**src/rtl/crypto_block_feeder_pkg.sv**
```systemverilog
// crypto_block_feeder_pkg
//   Shared definitions for the crypto_block byte-stream front end:
//   FSM state encoding and block geometry.
package crypto_block_feeder_pkg;

  localparam int BLOCK_BYTES = 16;
  localparam int BLOCK_W     = 128;

  typedef enum logic [1:0] {
    ST_FILL  = 2'd0,
    ST_START = 2'd1,
    ST_WAIT  = 2'd2,
    ST_OUT   = 2'd3
  } state_t;

endpackage

```
**src/rtl/crypto_byte_packer.sv**
```systemverilog
// crypto_byte_packer
//   Packs bytes big-endian into a 128-bit block. It holds the partial-block
//   shift register, the byte count, the zero-pad alignment, the loaded block
//   register and the pending-last flag.
//   Optional feature macro: CRYPTO_BLOCK_FEEDER_PAD_EN. When it is defined,
//   s_last ends a block early and the missing low-order bytes are zero-filled.
// Ports:
//   clk, reset  : clock, async active-high reset
//   byte_data   : input byte
//   byte_valid  : byte accepted this cycle (already gated by the feeder)
//   byte_last   : accepted byte is the last of the message
//   block_full  : this accepted byte completes a block (combinational pulse)
//   block_data  : completed block, registered, held until the next block loads
//   block_last  : pending-last flag of the loaded block
module crypto_byte_packer
  import crypto_block_feeder_pkg::*;
(
  input  logic               clk,
  input  logic               reset,
  input  logic [7:0]         byte_data,
  input  logic               byte_valid,
  input  logic               byte_last,
  output logic               block_full,
  output logic [BLOCK_W-1:0] block_data,
  output logic               block_last
);

  localparam logic [3:0] LAST_IDX = 4'(BLOCK_BYTES - 1);

  logic [BLOCK_W-9:0] shift_q;
  logic [3:0]         count_q;
  logic               ends_block;
  logic [6:0]         pad_shift;
  logic [BLOCK_W-1:0] packed_block;

`ifdef CRYPTO_BLOCK_FEEDER_PAD_EN
  assign ends_block = byte_last | (count_q == LAST_IDX);
`else
  assign ends_block = (count_q == LAST_IDX);
`endif

  assign block_full = byte_valid & ends_block;

  // Left-align the bytes of the current block. Bytes left over from an older
  // block sit above the current count and fall off the top of the shift,
  // and zeros fill in from the bottom.
  assign pad_shift    = {LAST_IDX - count_q, 3'b000};
  assign packed_block = {shift_q, byte_data} << pad_shift;

  always_ff @(posedge clk or posedge reset) begin
    if (reset) begin
      shift_q    <= '0;
      count_q    <= '0;
      block_data <= '0;
      block_last <= 1'b0;
    end else if (byte_valid) begin
      if (ends_block) begin
        block_data <= packed_block;
        block_last <= byte_last;
        count_q    <= '0;
      end else begin
        shift_q <= {shift_q[BLOCK_W-17:0], byte_data};
        count_q <= count_q + 4'd1;
      end
    end
  end

endmodule

```
**src/rtl/crypto_block_feeder.sv**
```systemverilog
// crypto_block_feeder
//   Byte-stream front end for crypto_block. It packs 16 bytes into a block,
//   pulses cb_start with a stable key and block, and waits for cb_done. It then
//   presents the result on a valid/ready output stream. A watchdog flags a
//   core that never finishes.
//   Optional feature macro: CRYPTO_BLOCK_FEEDER_PAD_EN (see crypto_byte_packer).
// Parameters:
//   TIMEOUT_W : watchdog width; timeout after 2^TIMEOUT_W-1 cycles in WAIT
// Ports:
//   clk, reset               : clock, async active-high reset
//   key_in                   : cipher key, latched when a block completes
//   s_data/s_valid/s_last    : input byte stream, s_ready back-pressure
//   cb_start/cb_key/cb_data  : registered request to crypto_block
//   cb_result/cb_done        : crypto_block response
//   m_data/m_valid/m_last    : output block stream, m_ready back-pressure
//   timeout                  : sticky watchdog error
//
// state | meaning
// FILL  | accepting bytes into the packer
// START | one-cycle cb_start pulse
// WAIT  | waiting for cb_done, watchdog running
// OUT   | result held on m_data until m_ready
module crypto_block_feeder
  import crypto_block_feeder_pkg::*;
#(
  parameter int TIMEOUT_W = 10
) (
  input  logic               clk,
  input  logic               reset,
  input  logic [BLOCK_W-1:0] key_in,
  input  logic [7:0]         s_data,
  input  logic               s_valid,
  input  logic               s_last,
  output logic               s_ready,
  output logic               cb_start,
  output logic [BLOCK_W-1:0] cb_key,
  output logic [BLOCK_W-1:0] cb_data,
  input  logic [BLOCK_W-1:0] cb_result,
  input  logic               cb_done,
  output logic [BLOCK_W-1:0] m_data,
  output logic               m_valid,
  output logic               m_last,
  input  logic               m_ready,
  output logic               timeout
);

  // The counter enters WAIT at zero. Hitting this value on a cycle without
  // done means 2^TIMEOUT_W-1 WAIT cycles have elapsed.
  localparam logic [TIMEOUT_W-1:0] WDOG_LAST = TIMEOUT_W'((2 ** TIMEOUT_W) - 2);

  state_t               state;
  logic [TIMEOUT_W-1:0] wdog;
  logic                 byte_accept;
  logic                 block_full;
  logic                 block_last;

  assign s_ready     = (state == ST_FILL);
  assign byte_accept = s_valid & s_ready;

  crypto_byte_packer u_packer (
    .clk        (clk),
    .reset      (reset),
    .byte_data  (s_data),
    .byte_valid (byte_accept),
    .byte_last  (s_last),
    .block_full (block_full),
    .block_data (cb_data),
    .block_last (block_last)
  );

  always_ff @(posedge clk or posedge reset) begin
    if (reset) begin
      state    <= ST_FILL;
      wdog     <= '0;
      cb_start <= 1'b0;
      cb_key   <= '0;
      m_data   <= '0;
      m_valid  <= 1'b0;
      m_last   <= 1'b0;
      timeout  <= 1'b0;
    end else begin
      case (state)
        ST_FILL: begin
          if (block_full) begin
            cb_key   <= key_in;
            cb_start <= 1'b1;
            state    <= ST_START;
          end
        end
        ST_START: begin
          cb_start <= 1'b0;
          wdog     <= '0;
          state    <= ST_WAIT;
        end
        ST_WAIT: begin
          if (cb_done) begin
            m_data  <= cb_result;
            m_last  <= block_last;
            m_valid <= 1'b1;
            state   <= ST_OUT;
          end else if (wdog == WDOG_LAST) begin
            timeout <= 1'b1;
            state   <= ST_FILL;
          end else begin
            wdog <= wdog + TIMEOUT_W'(1);
          end
        end
        ST_OUT: begin
          if (m_ready) begin
            m_valid <= 1'b0;
            state   <= ST_FILL;
          end
        end
        default: state <= ST_FILL;
      endcase
    end
  end

endmodule

```
**config.mk**
```make
export PLATFORM = sky130hd
export DESIGN_NAME = crypto_block_feeder
export DESIGN_NICKNAME = d
export VERILOG_FILES = /design/src/rtl/crypto_block_feeder_pkg.sv /design/src/rtl/crypto_byte_packer.sv /design/src/rtl/crypto_block_feeder.sv
export SDC_FILE = /design/constraint.sdc
export NUM_CORES = 1
export LEC_CHECK = 0
export ABC_AREA = 1
export CAP_MARGIN = 20
export CORE_ASPECT_RATIO = 1.4
export CORE_MARGIN = 5
export CORE_UTILIZATION = 30
export DETAILED_ROUTE_END_ITERATION = 12
export SYNTH_ARGS = -nofsm -noshare
export SYNTH_HDL_FRONTEND = slang
export SYNTH_SLANG_ARGS = --single-unit
```
**constraint.sdc**
```tcl
create_clock -name clk -period 21.8 [get_ports clk]
set_input_delay 3.27 -clock clk [delete_from_list [all_inputs] [get_ports clk]]
set_output_delay 3.27 -clock clk [all_outputs]
set_load 0.02 [all_outputs]
```
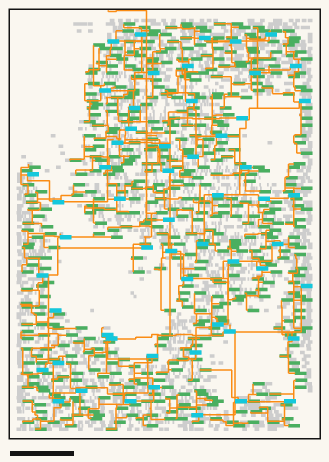
**Above:** routed clock nets over the placement.
The bar under the picture is 50 um long.
[cyan] clock drivers | count: 56
[orange] clock wires | length: 7,740 um
[green] flip-flops | count: 525
flops lie	spread over the die

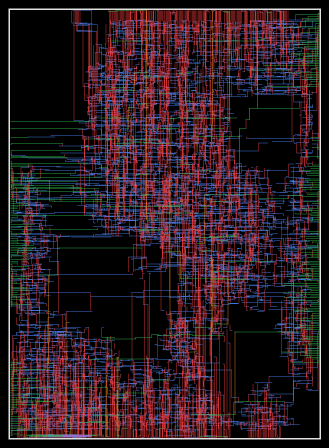
**Above:** signal wires by layer.
colour	layer	wire length
blue	metal 1	29.3 mm
red	metal 2	38.7 mm
purple	metal 5	20.2 um
green	metal 3	5,670 um
orange	metal 4	2,160 um

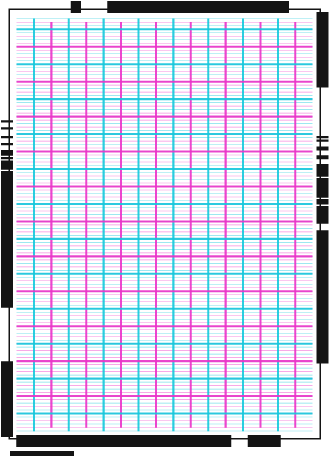
**Above:** power grid.
The bar under the picture is 50 um long. Pins as bars on the die edge.
colour	net
magenta	VDD
cyan	VSS
met4 straps	16
signal pins	659
met1 rails	119

==> notes.md <==
Main metrics from the flow reports.

The run finished with clean final reports. The placement report lists the number of port buffers as 658. Once layout is complete, the cells apart from fillers number 3,964. The number of antenna-violating nets in the routed design is 0. Among all stages on the critical path, the maximum delay recorded is 0.87 ns. The total buffers and inverters traversed by the critical path is 4.

Between the synthesized netlist and the finished layout, the area growth was recorded as 40.8%. The largest net degree at the start of global routing came out at 150. For the worst setup path, the data arrival time is 6.04 ns. The leakage component of the power is 14.7 nW. The top cell types in the final layout, fill and taps aside, are 850 x sky130_fd_sc_hd__nand2_1, 658 x sky130_fd_sc_hd__clkdlybuf4s50_1, 523 x sky130_fd_sc_hd__dfrtp_1. The later pin in the worst-skew pair is clocked with a latency of 0.63 ns. The post-synthesis area per instance came out at 9.46 um2. The xor/xnor cell area share of the yosys netlist came out at 0.156%.

In this run the tightest slew margin relative to its limit is 28.5%. Registers represent a cell area share of 41.7%. The peak clock frequency supported by timing is 179 MHz.

The share of async-settable or async-resettable flops after synthesis is 100%. The number of cells on the worst hold path is 2. In this run the core area contains 118 standard-cell rows.

Routing resource usage on met2 recorded by global route was 31.9%. Per the synthesis report, the AND-OR/OR-AND share of the synthesized area is 10.1%. Post-CTS repair changed the size of 0 cells. Setup slack on the worst path after placement came out at 15.47 ns.

CTS placed an instance of sky130_fd_sc_hd__clkbuf_16 at the clock tree root. The design draws 4.99 mW. The final antenna diode tally reported by the flow is 4. The max-capacitance violation count is 0. Grouping stages by cell kind, the critical path spends the most delay in buffers and inverters.

Summing over every cut layer, the via total after detailed routing is 18,100. CTS added clock buffers totalling 56. The area share of the largest cell type after synthesis came out at 58.7%. In this run the tools logged warnings totalling 41. Per the CTS log, the buffer count on the longest clock path is 3. Endpoints failing hold in the final report were tallied at 0. The number of standard cells after synthesis came out at 2,367.

The core region is 74,000 um2. The kind of critical path is input pin to register. The largest registers in the layout are cb_key x128, m_data x128, u_packer.block_data x128. STA reports the tightest min-delay check as being of type register to register. Non-clock buffers in the final layout number 674.

The count of routing violations after the opening detailed-route iteration came out at 1,075. The routed metal-1 wirelength is 29,300 um. Per the GRT log, the top usage layer is met2. The worst path required time came out at 22.25 ns. The number of buffers inserted by hold repair at cts is 0.

The flow inserted 960 tap cells.
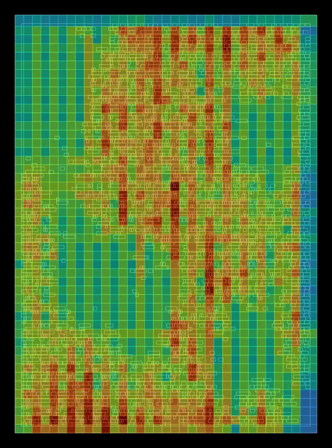
**Above:** congestion heat map.
Overall Global Routing Usage: 18.1%
final standard cell utilization of the core: 42.6%
met3 Resource Use GR: 4.82%

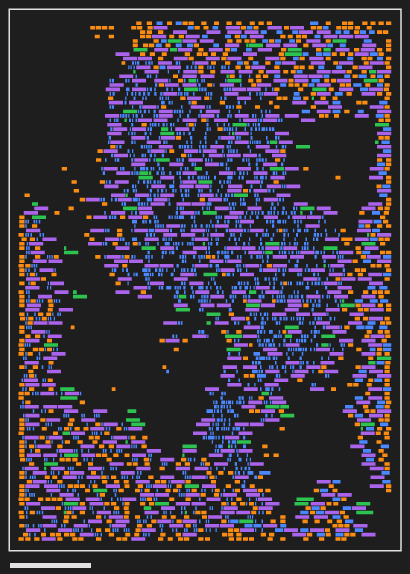
**Above:** placed cells, one colour a class.
The bar under the picture is 50 um long.
colour	class	cells	share of their area
blue	combinational and other logic	1,696	28%
green	clock drivers and dummy loads	105	6.4%
purple	flops	525	43%
orange	other buffers and delay cells	674	22%

## how the worst max path moves through the flow
stage            start                                  end  slack (ns)  cells after the start
3_5_place_dp     reset  u_packer.block_data[82]$_DFFE_PP0P_       15.47                      4
3_3_place_gp     reset     u_packer.shift_q[52]$_DFFE_PP0P_       15.51                      4
5_1_grt          reset  u_packer.block_data[93]$_DFFE_PP0P_       15.82                      4
4_1_cts          reset     u_packer.shift_q[40]$_DFFE_PP0P_       16.17                      4
6_report       s_valid     u_packer.shift_q[24]$_DFFE_PP0P_       16.20                      7
2_1_floorplan    reset                cb_key[0]$_DFFE_PP0P_        3.86                      1
## power breakdown
group          total, mW  internal [mW]  leakage, nW  switching (mW)
clock               1.01          0.588        0.968           0.420
combinational       2.31           1.01         6.97            1.30
sequential          1.68           1.40         6.78           0.279
total               4.99           2.99         14.7            2.00
Power and IR drop assume default switching activity.
